`src/rtl/sub_17bit_seq.sv`:
```
// Multi-cycle chunked subtractor: D = A - B - bin, `chunk` bits per BUSY cycle, valid/ready on both sides.
// Optional signed-overflow flag enabled by defining SUB_OVF_EN.
module sub_17bit_seq #(
    parameter int width = 17,
    parameter int chunk = 4
) (
    input  logic             clk,
    input  logic             rst_n,
    input  logic             in_valid,
    output logic             in_ready,
    input  logic [width-1:0] A,
    input  logic [width-1:0] B,
    input  logic             bin,
    output logic             out_valid,
    input  logic             out_ready,
    output logic [width-1:0] D,
    output logic             bout,
    output logic             ovf
);

    localparam int N     = (width + chunk - 1) / chunk;
    localparam int W     = N * chunk;
    localparam int IDX_W = (N > 1) ? $clog2(N) : 1;

    typedef enum logic [1:0] {IDLE, BUSY, DONE} state_t;

    state_t           state_reg, state_next;
    logic [W-1:0]     a_sh_reg, b_sh_reg, d_sh_reg;
    logic [W-1:0]     a_ext, b_ext, d_sh_next;
    logic [IDX_W-1:0] idx_reg;
    logic             carry_reg, bout_reg;
    logic [chunk:0]   c;
    logic [chunk-1:0] s;
    logic             last;

    // Operands are zero-padded to a whole number of chunks. A zero in A against
    // a zero in B (i.e. ~B = 1) passes the carry through unchanged, so the final
    // carry equals the carry out of bit width-1.
    always_comb begin
        a_ext = '0;
        b_ext = '0;
        a_ext[width-1:0] = A;
        b_ext[width-1:0] = B;
    end

    assign c[0] = carry_reg;

    genvar gi;
    generate
        for (gi = 0; gi < chunk; gi++) begin : g_rca
            assign s[gi]    = a_sh_reg[gi] ^ ~b_sh_reg[gi] ^ c[gi];
            assign c[gi+1]  = (a_sh_reg[gi] & ~b_sh_reg[gi]) |
                              (c[gi] & (a_sh_reg[gi] ^ ~b_sh_reg[gi]));
        end

        // Result slices enter at the top and walk down, so after N cycles the
        // difference sits aligned at bit 0.
        if (chunk == W) begin : g_single
            assign d_sh_next = s;
        end else begin : g_multi
            assign d_sh_next = {s, d_sh_reg[W-1:chunk]};
        end
    endgenerate

    assign last = (idx_reg == IDX_W'(N - 1));

    always_ff @(posedge clk or negedge rst_n) begin
        if (!rst_n) begin
            state_reg <= IDLE;
        end else begin
            state_reg <= state_next;
        end
    end

    always_comb begin
        state_next = state_reg;
        case (state_reg)
            IDLE:    if (in_valid)  state_next = BUSY;
            BUSY:    if (last)      state_next = DONE;
            DONE:    if (out_ready) state_next = IDLE;
            default:                state_next = IDLE;
        endcase
    end

    always_ff @(posedge clk or negedge rst_n) begin
        if (!rst_n) begin
            a_sh_reg  <= '0;
            b_sh_reg  <= '0;
            d_sh_reg  <= '0;
            idx_reg   <= '0;
            carry_reg <= 1'b0;
            bout_reg  <= 1'b0;
        end else begin
            case (state_reg)
                IDLE: begin
                    if (in_valid) begin
                        a_sh_reg  <= a_ext;
                        b_sh_reg  <= b_ext;
                        carry_reg <= ~bin;
                        idx_reg   <= '0;
                    end
                end
                BUSY: begin
                    a_sh_reg  <= a_sh_reg >> chunk;
                    b_sh_reg  <= b_sh_reg >> chunk;
                    d_sh_reg  <= d_sh_next;
                    carry_reg <= c[chunk];
                    idx_reg   <= idx_reg + 1'b1;
                    if (last) begin
                        bout_reg <= ~c[chunk];
                    end
                end
                default: ;
            endcase
        end
    end

`ifdef SUB_OVF_EN
    logic a_msb_reg, b_msb_reg, ovf_reg;

    always_ff @(posedge clk or negedge rst_n) begin
        if (!rst_n) begin
            a_msb_reg <= 1'b0;
            b_msb_reg <= 1'b0;
            ovf_reg   <= 1'b0;
        end else begin
            if (state_reg == IDLE && in_valid) begin
                a_msb_reg <= A[width-1];
                b_msb_reg <= B[width-1];
            end
            if (state_reg == BUSY && last) begin
                ovf_reg <= (a_msb_reg ^ b_msb_reg) & (d_sh_next[width-1] ^ a_msb_reg);
            end
        end
    end

    assign ovf = ovf_reg;
`else
    assign ovf = 1'b0;
`endif

    assign in_ready  = (state_reg == IDLE);
    assign out_valid = (state_reg == DONE);
    assign D         = d_sh_reg[width-1:0];
    assign bout      = bout_reg;

endmodule

```
`config.mk`:
```
export PLATFORM = sky130hd
export DESIGN_NAME = sub_17bit_seq
export DESIGN_NICKNAME = d
export VERILOG_FILES = /design/src/rtl/sub_17bit_seq.sv
export SDC_FILE = /design/constraint.sdc
export NUM_CORES = 1
export LEC_CHECK = 0
export CAP_MARGIN = 5
export CORE_MARGIN = 2
export CORE_UTILIZATION = 51
export DETAILED_ROUTE_END_ITERATION = 7
export GPL_TIMING_DRIVEN = 0
export PLACE_DENSITY = 0.86
export SYNTH_ARGS = -nofsm -noshare
export SYNTH_HDL_FRONTEND = slang
export SYNTH_SLANG_ARGS = --single-unit
```
`constraint.sdc`:
```
create_clock -name clk -period 3 [get_ports clk]
set_clock_uncertainty 0.05 [all_clocks]
set_input_delay 0.6 -clock clk [delete_from_list [all_inputs] [get_ports clk]]
set_output_delay 0.6 -clock clk [all_outputs]
set_load 0.05 [all_outputs]
```
==> results.sh <==
# yosys + openroad results
export IMPL_path_buffers=4
export IMPL_syn_inst=285
export IMPL_worst_slew_pin_slew_ps=502
export IMPL_fp_util=0.522
export IMPL_grt_setup_unrepaired="false"
export IMPL_ioPinCount=60
export IMPL_row_count=27
export IMPL_start_kind="flop"
export IMPL_finalNetCount=400
export IMPL_wl_met3_um=377
export IMPL_hpwl_um=4680
export IMPL_cp_max_fo=10
export IMPL_yosysWarnings=0
export IMPL_h_tree_depth=3
export IMPL_grt_pass1_wl_um=10900
export IMPL_status="completed"
export IMPL_comb_area_share=0.279
export IMPL_cp_arrival_ps=2200
export IMPL_synthMuxAreaShare=0.00396
export IMPL_drtIter0Drc=167
export IMPL_num_tap_cells=72
export IMPL_grt_max_degree=42
export IMPL_grt_busiest_layer="met2"
export IMPL_ant_nets=0
export IMPL_flop_count=61
export IMPL_whs_ps=176
export IMPL_largest_class="flip-flops and latches"
export IMPL_nNonClkBuffers=92
export IMPL_ys_seq_elements=61
export IMPL_cts_tree="built"
export IMPL_finalSetupViolations=0
export IMPL_antenna_found_initial=0
export IMPL_dieArea_um2=6180
export IMPL_top_layer="met4"
export IMPL_cts_buffer_depth=2
export IMPL_cts_resized=0
export IMPL_mi_logic_area_um2=1030
export IMPL_avgSynthCellArea_um2=9.97
export IMPL_slew_headroom=0.665
export IMPL_ys_types=32
[per-stage QoR]
step                setup WS, ps  area (um2)   util  setup TNS (ps)  std cells
floorplan                    759        2840      -               0        285
global placement            -626        3510  0.646          -37990        415
detailed placement           546        3530  0.648               0        416
CTS                          157        3700  0.681               0        431
global route                77.6        3700  0.681               0        431
finish                       151        3700  0.681               0        431
[cell usage after synthesis, types with 2 or more instances]
| cell | number | area share |
|---|---|---|
| a21oi_1 | 23 | 0.041 |
| a22o_1 | 3 | 0.0093 |
| a32o_1 | 2 | 0.0070 |
| buf_2 | 9 | 0.016 |
| buf_4 | 16 | 0.042 |
| buf_6 | 6 | 0.024 |
| dfrtp_1 | 61 | 0.54 |
| fa_1 | 4 | 0.028 |
| ha_1 | 2 | 0.0088 |
| inv_1 | 10 | 0.013 |
| nand2_1 | 61 | 0.081 |
| nand2b_1 | 2 | 0.0044 |
| nand3_1 | 2 | 0.0035 |
| nand3b_1 | 5 | 0.013 |
| nor2_1 | 13 | 0.017 |
| o21ai_0 | 12 | 0.021 |
| o221a_2 | 3 | 0.012 |
| o22ai_1 | 37 | 0.081 |
[power by group]
group | switching (mW) | leakage (nW) | internal [mW] | total (mW)
logic | 1.29 | 0.857 | 0.931 | 2.22
registers | 0.267 | 0.754 | 1.21 | 1.48
clock network | 0.293 | 0.0926 | 0.362 | 0.655
[worst max path at each step]
stage	from	end	slack, ps	cells after the start
after floorplan	a_sh_reg[0]	bout	760	8
after global placement	rst_n	a_sh_reg[14]	-630	1
after detailed placement	state_reg[1]	out_valid	550	5
after CTS	state_reg[1]	out_valid	160	5
after global routing	state_reg[1]	out_valid	80	5
final	state_reg[1]	out_valid	150	5
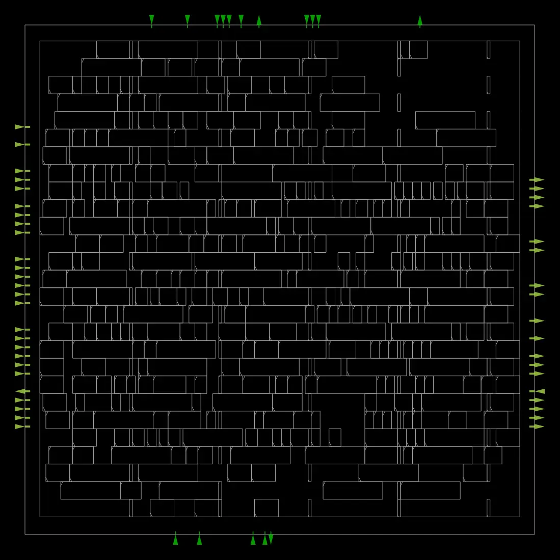
*Cell outlines without signal wires*
flop share of the area: 0.412
Final Util: 0.681

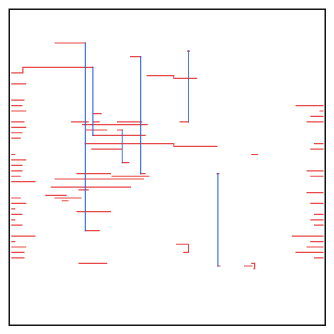
*Metal layers overlaid*
Scale: 4 px per um. Only two layers are drawn.
Red stands for M3, wire length 377 um. Blue stands for M4, wire length 142 um.
DR WL/cell: 15.0 um
final wirelength: 6450 um
vias: 2388

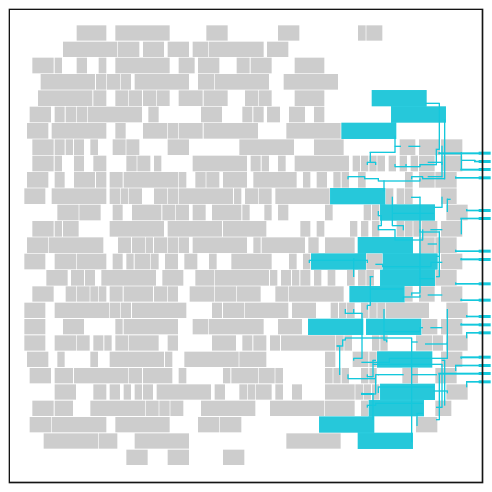
*Nets reached from selected ports*
Scale: 6 px per um.
Cyan stands for D, bits 17, direction output, edge east, end cells 17, buffers 30, wire 441 um.

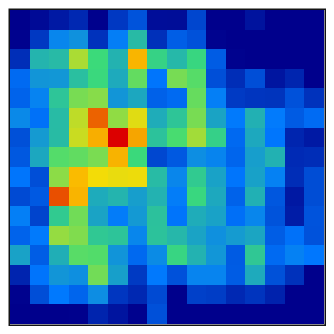
*Wire density map*
Scale: 4 px per um. 16 x 16 tiles, from dark blue (low) to red (high), scaled to the fullest tile. Values are wire area over tile area, all layers added.
The emptiest ninth of the die: north-east. The fullest tile reaches 0.61. 14% of the tiles are over half the peak.

Power is estimated from default activity; no workload was simulated.
